Run 1, wires at chosen ports, followed through buffers:
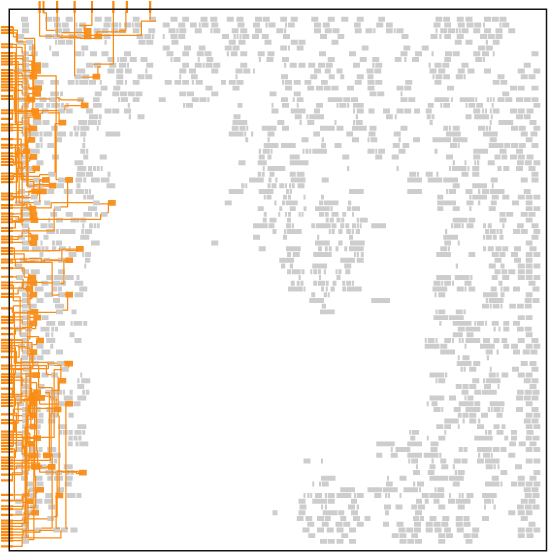
Run 1, clock wires, drivers and flops:
The bar under the picture is 100 um long.
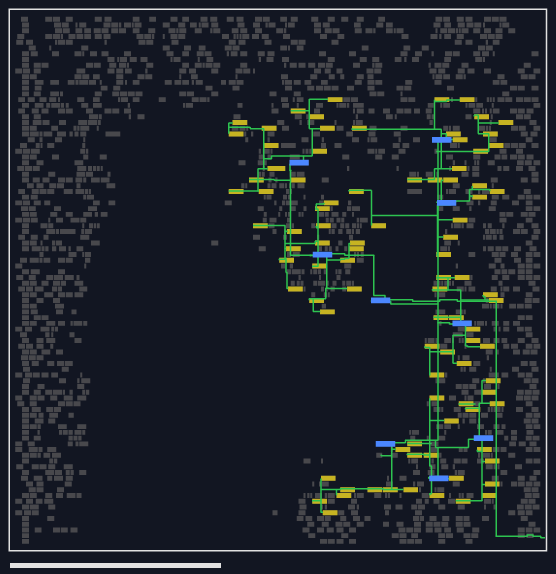
Run 1, clock routing:
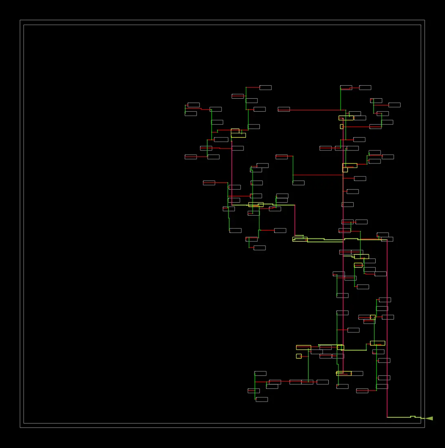
[src/rtl/proc_selftest_seq.sv]
// Runs a table of programs on the processor and records pass, fail and timeout for each one.
// One program takes RESET_CYCLES + (k+1) + 2 cycles; abort ends the run through DONE.
module proc_selftest_seq #(
  parameter int ADDR_W       = 64,
  parameter int DATA_W       = 64,
  parameter int NUM_PROGS    = 2,
  parameter int RESET_CYCLES = 2,
  parameter int WDOG_W       = 16,
  parameter int WDOG_LIMIT   = 255,
  localparam int PROG_W      = (NUM_PROGS > 1) ? $clog2(NUM_PROGS) : 1,
  localparam int CNT_W       = $clog2(NUM_PROGS + 1),
  localparam int RST_W       = (RESET_CYCLES > 1) ? $clog2(RESET_CYCLES) : 1
) (
  input  logic                          CLK,
  input  logic                          resetl,
  input  logic                          start,
  input  logic                          abort,
  input  logic [NUM_PROGS*ADDR_W-1:0]   start_pcs,
  input  logic [NUM_PROGS*ADDR_W-1:0]   end_pcs,
  input  logic [NUM_PROGS*DATA_W-1:0]   expected,
  input  logic [ADDR_W-1:0]             currentpc,
  input  logic [DATA_W-1:0]             dmemout,
  output logic                          proc_resetl,
  output logic [ADDR_W-1:0]             proc_startpc,
  output logic                          busy,
  output logic                          done,
  output logic [PROG_W-1:0]             cur_prog,
  output logic [NUM_PROGS-1:0]          pass_mask,
  output logic [NUM_PROGS-1:0]          timeout_mask,
  output logic [CNT_W-1:0]              pass_count,
  output logic                          all_passed,
  output logic [DATA_W-1:0]             result
);

  typedef enum logic [2:0] {
    IDLE  = 3'd0,
    RESET = 3'd1,
    RUN   = 3'd2,
    CHECK = 3'd3,
    NEXT  = 3'd4,
    DONE  = 3'd5
  } state_t;

  state_t              state, state_n;
  logic [RST_W-1:0]    rst_cnt;
  logic [WDOG_W-1:0]   wdog;

  logic [ADDR_W-1:0]   start_tbl [NUM_PROGS];
  logic [ADDR_W-1:0]   end_tbl   [NUM_PROGS];
  logic [DATA_W-1:0]   exp_tbl   [NUM_PROGS];

  for (genvar i = 0; i < NUM_PROGS; i++) begin : g_tbl
    assign start_tbl[i] = start_pcs[i*ADDR_W +: ADDR_W];
    assign end_tbl[i]   = end_pcs[i*ADDR_W +: ADDR_W];
    assign exp_tbl[i]   = expected[i*DATA_W +: DATA_W];
  end

  logic end_hit, wdog_hit, rst_last, last_prog;
  assign end_hit   = (currentpc >= end_tbl[cur_prog]);
  assign wdog_hit  = (wdog == WDOG_W'(WDOG_LIMIT));
  assign rst_last  = (rst_cnt == RST_W'(RESET_CYCLES - 1));
  assign last_prog = (cur_prog == PROG_W'(NUM_PROGS - 1));

  always_comb begin
    state_n = state;
    case (state)
      IDLE:    if (start) state_n = RESET;
      RESET:   if (abort) state_n = DONE;
               else if (rst_last) state_n = RUN;
      RUN:     if (abort) state_n = DONE;
               else if (end_hit) state_n = CHECK;
               else if (wdog_hit) state_n = NEXT;
      CHECK:   state_n = abort ? DONE : NEXT;
      NEXT:    if (abort || last_prog) state_n = DONE;
               else state_n = RESET;
      DONE:    state_n = IDLE;
      default: state_n = IDLE;
    endcase
  end

  always_ff @(posedge CLK) begin
    if (!resetl) begin
      state        <= IDLE;
      rst_cnt      <= '0;
      wdog         <= '0;
      cur_prog     <= '0;
      pass_mask    <= '0;
      timeout_mask <= '0;
      pass_count   <= '0;
      all_passed   <= 1'b0;
      result       <= '0;
    end else begin
      state <= state_n;
      case (state)
        IDLE: if (start) begin
          cur_prog     <= '0;
          pass_mask    <= '0;
          timeout_mask <= '0;
          pass_count   <= '0;
          all_passed   <= 1'b0;
        end
        RESET: begin
          wdog    <= '0;
          rst_cnt <= (state_n == RESET) ? rst_cnt + 1'b1 : '0;
        end
        RUN: begin
          wdog <= wdog + 1'b1;
          if (!abort) begin
            if (end_hit)
              result <= dmemout;
            else if (wdog_hit)
              timeout_mask[cur_prog] <= 1'b1;
          end
        end
        CHECK: if (!abort && result == exp_tbl[cur_prog]) begin
          pass_mask[cur_prog] <= 1'b1;
          pass_count          <= pass_count + 1'b1;
        end
        NEXT: if (!abort && !last_prog) cur_prog <= cur_prog + 1'b1;
        default: ;
      endcase
      // Latched on the way into DONE so it is already valid during the done pulse.
      if (state != DONE && state_n == DONE)
        all_passed <= (pass_count == CNT_W'(NUM_PROGS));
    end
  end

  assign proc_resetl  = (state == RUN) || (state == CHECK);
  assign proc_startpc = (state == IDLE || state == DONE) ? '0 : start_tbl[cur_prog];
  assign busy         = (state != IDLE) && (state != DONE);
  assign done         = (state == DONE);

endmodule

[config.mk]
export PLATFORM = sky130hd
export DESIGN_NAME = proc_selftest_seq
export DESIGN_NICKNAME = d
export VERILOG_FILES = /design/src/rtl/proc_selftest_seq.sv
export SDC_FILE = /design/constraint.sdc
export NUM_CORES = 1
export LEC_CHECK = 0
export CAP_MARGIN = 5
export CORE_AREA = 2 2 252 254
export CTS_CLUSTER_DIAMETER = 100
export CTS_CLUSTER_SIZE = 24
export DETAILED_ROUTE_END_ITERATION = 12
export DIE_AREA = 0 0 254 256
export PLACE_DENSITY = 0.44
export SLEW_MARGIN = 20
export SYNTH_ARGS = -nofsm -noshare
export SYNTH_HDL_FRONTEND = slang
export SYNTH_SLANG_ARGS = --single-unit
[constraint.sdc]
create_clock -name CLK -period 6 [get_ports CLK]
set_clock_uncertainty 0.05 [all_clocks]
set_input_delay 1.8 -clock CLK [delete_from_list [all_inputs] [get_ports CLK]]
set_output_delay 1.8 -clock CLK [all_outputs]
set_load 0.03 [all_outputs]
==> impl_metrics.yaml, run 1 <==
# generated from flow reports
routing:
  drtIter0Drc: 300
  drt-total-wl_mm: 46.4
  wl_per_cell_um: 18.8
  vias_per_cell: 3.90
  num_vias: 9619
  route.detailed.drc: 0
worst_setup_path:
  r2r_cells: 12
  required_ps: 4150
  endpoint: "proc_startpc[34]"
  critPathLaunch: "start_pcs[98]"
  worstReg2RegStart: "cur_prog"
  max_stage_delay_ps: 760
  start_kind: "input pin"
  cp_max_fo: 1
sta:
  rsz0062_at_grt: "no"
  maxSlewViolCount: 0
  final_hold_viol_count: 0
  period_used_pct: 88.5
  tightestPinTransition_ps: 991
  fmax_ghz: 0.188
synth:
  syn_area_per_cell_um2: 8.41
  async_flop_share_pct: 0
  synth_nets: 1578
  edf_count: 0
  synth_stat.cells: 996
  yosysTopAreaCellShare_pct: 31.1
  yosysUniqueCellTypes: 58
  syn-cell-area_um2: 8370
  yosysTopAreaCell: "mux2i_1"
  ys_sh_aoi_pct: 8.25
  synthFlopType: "dfxtp_1"
  ys.flops: 92
  synthSimpleGateAreaFrac_pct: 18.9
  mux_share_pct: 31.2
  synth_warnings: 0
  xor_area_share_pct: 5.02
cts:
  clockBufferDepth: 2
  postCtsSetupBuffers: 0
  cts_tree: "yes"
  cts_root_buf: "clkbuf_16"
  clk_pin_slew_ps: 70
  worstSkewPairLatency_ps: 370
  cts_hold_buf: 0
  cts_max_level: 3
die:
  die_area_um2: 65000
  fp-row-count: 92
  initial_utilization_pct: 13.4
grt:
  grt_pass1_vias: 10100
  grt_first_pass_wirelength_mm: 65.2
  grt_overflow: 0
  grt_usage_pct: 13.6
  grt_max_degree: 100
final_layout:
  nNetsFinal: 2195
  logic_area_um2: 6150
  lay_top_count: "clkdlybuf4s50_1"
  fillers: 6865
  layout_top_cells_excl_fill_tap: "653 x clkdlybuf4s50_1, 260 x mux2i_1, 169 x nand2_1"
  finalNonFillerCells: 2464
  seqCellArea_um2: 1850
run:
  warnings: 26
  cap_viol_max_count: 0
hold_path:
  hp-start: "pass_mask[0]"
  min_path_type: "reg2reg"
  min_path_cells: 1
power_and_ir_drop:
  finalPower_uw: 2210
  p_int_uw: 1470
  combPwrFrac_pct: 45.4
  power_frac_seq_pct: 28.2
  ir_drop_mv: 0.136
  p_sw_share_pct: 33.5
run_status:
  run_status: "finished clean"
placement:
  dpl.cell_count: 2447
  detailed_place_hpwl_mm: 39.9
-- 'wires at chosen ports, followed through buffers' (at the start) --
Key: orange = end_pcs [bits 128, direction input, edge 120 west, 8 north, end cells 64, buffers 128, wire 3660 um]

-- 'clock wires, drivers and flops' (at the start) --
Key: yellow = flip-flops [count 92]; blue = clock drivers [count 9]; green = clock wires [length 1650 um]
There are 10 routed clock nets.

-- 'clock routing' (at the start) --
layout clock buffer count: 11
Clock Power: 583 uW
cts bufs inserted: 9
number of sequential cells: 92

==> run 1: cell type report <==
cell class	instances	area share, %
inverter	9	0.210
tap	846	6.58
multi-input combinational	833	38.3
timing repair buffer	668	41.6
clock buffer	11	1.57
clock inverter	5	0.265
sequential	92	11.5
==> run 1: state kept, by name, summed over array words and instances, names as in the netlist <==
name,count
all_passed,1
cur_prog,1
pass_count,2
pass_mask,2
result,64
rst_cnt,1
state,3
timeout_mask,2
wdog,16
==> run 1: per-stage QoR <==
stage,area (um2),utilization (%)
global placement,15800,25.3
global route,16100,25.8
CTS,16100,25.8
floorplan,8370,-
detailed placement,15800,25.3
finish,16100,25.8
==> run 1: power by group through the flow <==
stage | clock [uW] | sequential, uW | combinational, uW
3_3_place_gp | 0 | 638 | 1010
3_5_place_dp | 0 | 638 | 1010
5_1_grt | 633 | 625 | 1080
6_report | 583 | 623 | 1000
4_1_cts | 616 | 623 | 1020
2_1_floorplan | 0 | 632 | 430
==> run 1: cell usage after synthesis, drive strengths merged, types with 18 or more instances <==
cell,instances
nand3,18
o21ai,24
xnor2,43
buf,30
clkbuf,32
ha,66
nor4,19
nor2,85
dfxtp,92
mux2i,260
a21oi,31
nand2,169
nand4,21
==> run 1: routing by layer <==
| metal | part of all wire, % | up-vias | GRT usage [%] |
|---|---|---|---|
| li1 | - | 4786 | - |
| met2 | 51 | 429 | 25.9 |
| met3 | 8.0 | 29 | 3.23 |
| met4 | 1.9 | 2 | 3.87 |
| met5 | 0.028 | - | 0 |
| met1 | 39 | 4373 | 14.6 |
==> run 1: critical path: cells and delay by family <==
| family | cells | cell delay [ps] |
|---|---|---|
| AND/OR/NAND/NOR | 1 | 380 |
| buffers and inverters | 2 | 1220 |
| multiplexers | 1 | 60 |
Run 1, gate families picked out:
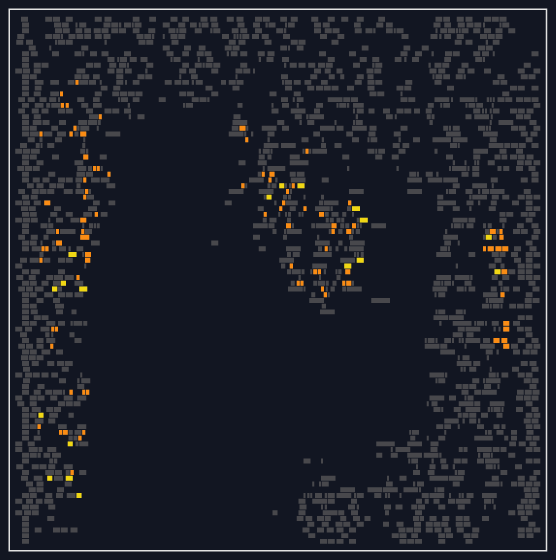

==> run 2, diff against run 1 <==
CORE_AREA = 2 2 255 257   (was 2 2 252 254)
DIE_AREA = 0 0 257 259   (was 0 0 254 256)
clock period = 5.51 ns   (was 6 ns; I/O delays follow)
Run 2, gate families picked out:
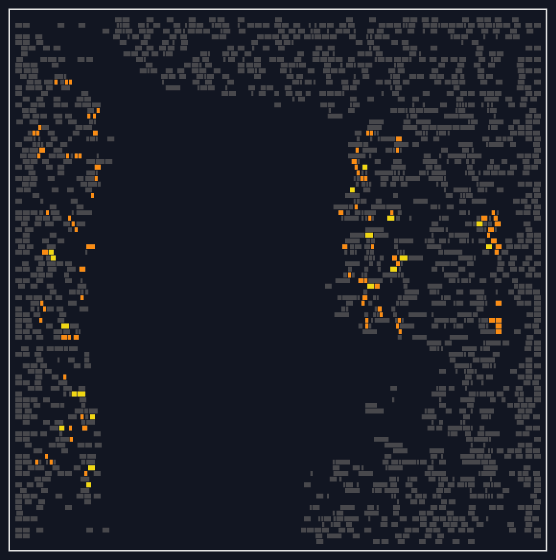
Key: yellow = non-inverting ao/oa cells [cells 18]; orange = aoi and oai cells [cells 86]
Non-Filler Instances: 2478
multi-input combinational area share: 38.1%
most numerous logic cell after layout: clkdlybuf4s50_1

==> impl_metrics.yaml, run 2 <==
# generated from flow reports
run_status:
  run_status: "finished clean"
final_layout:
  fillers: 6816
  nNetsFinal: 2199
  largest_register_ff_count: 64
  layout_top_cells_excl_fill_tap: "653 x clkdlybuf4s50_1, 260 x mux2i_1, 169 x nand2_1"
  reg.largest.list: "result x64, wdog x16, state x3"
  largest_register: "result"
routing:
  vias_per_cell: 3.93
  num_vias: 9741
  m1WireLength_mm: 18.0
  wl_per_cell_um: 19.1
  drtIter0Drc: 290
  wl_met3_mm: 3.68
worst_setup_path:
  cp.depth: 12
  cp_top_family: "simple AND/OR/NAND/NOR gates"
  required_ps: 5750
  r2r_cells: 12
  max_stage_delay_ps: 900
cts:
  worstSkewPairLatency_ps: 360
  postCtsSetupBuffers: 0
  cts_root_buf: "clkbuf_16"
  clockBufferDepth: 2
  cts_tree: "yes"
  cts_max_level: 3
sta:
  period_used_pct: 91.0
  rsz0062_at_grt: "no"
synth:
  yosysUniqueCellTypes: 58
  synth_nets: 1578
  synth_warnings: 0
  ys.flops: 92
  synth_top_cell_by_count: "mux2i_1"
  netlist_top_cells_count: "260 x mux2i_1, 169 x nand2_1, 92 x dfxtp_1"
  synthFlopType: "dfxtp_1"
  yosysTopAreaCellShare_pct: 31.1
  synth_stat.cells: 996
  yosysTopAreaCell: "mux2i_1"
  edf_count: 0
  syn-cell-area_um2: 8370
  syn_area_per_cell_um2: 8.41
grt:
  grt_usage_pct: 13.4
  grt_max_degree: 86
  grt_first_pass_wirelength_mm: 67.1
  use_met3_pct: 3.83
  grt.busiest_layer: "met2"
  met1_usage_pct: 14.5
power_and_ir_drop:
  finalPower_uw: 2390
die:
  fp-row-count: 93
  die_area_um2: 66600
run:
  warnings: 26
hold_path:
  min_path_type: "reg2reg"
placement:
  dpl.cell_count: 2461
run 2: cell count changes in the layout (fill, tap and decap cells not counted), sizes merged:
cell      delta
clkbuf       -2
buf          +4
diode        +1
clkinvlp     +1
inv          +1
run 2: final cells by class:
cell class	instances	area, um2	area share [%]
Timing Repair Buffer	672	6770	41.9
Multi-Input combinational cell	833	6150	38.1
Sequential cell	92	1850	11.4
Tap cell	855	1070	6.62
Clock buffer	9	225	1.39
Clock inverter	7	67.6	0.418
Inverter	9	33.8	0.209
Antenna cell	1	2.50	0.0155
run 2: stage by stage:
stage | worst slack (ps) | cell area [um2]
4_1_cts | 503 | 16200
2_1_floorplan | 1580 | 8370
5_1_grt | 365 | 16200
6_report | 493 | 16200
3_5_place_dp | 121 | 15900
3_3_place_gp | 167 | 15900
run 2: where the power goes:
group | switching, uW | leakage, uW | internal, uW
registers | 13.4 | 0.000742 | 668
clock network | 305 | 0.000140 | 317
logic | 495 | 0.00461 | 595
run 2: worst paths after layout:
check	start	to	slack [ps]
worst min-delay path	pass_mask[1]	pass_mask[1]	390
worst min register to register	pass_mask[1]	pass_mask[1]	390
worst max register to register	cur_prog	result[41]	1170
worst max-delay path	end_pcs[123]	result[41]	490
run 2: kinds of logic (layout without fill, tap and decap cells):
| kind of cell | after synthesis | count (layout) | synth area share [%] |
|---|---|---|---|
| AND-OR/OR-AND | 104 | 104 | 8.25 |
| other | 0 | 1 | 0 |
| flip-flops | 92 | 92 | 22.0 |
| multiplexers | 261 | 261 | 31.2 |
| adder cells (fa/ha/maj) | 67 | 67 | 9.98 |
| buffers and inverters | 71 | 697 | 4.62 |
| AND/OR/NAND/NOR | 353 | 353 | 18.9 |
| XOR/XNOR | 48 | 48 | 5.02 |
Power and IR drop assume default switching activity.
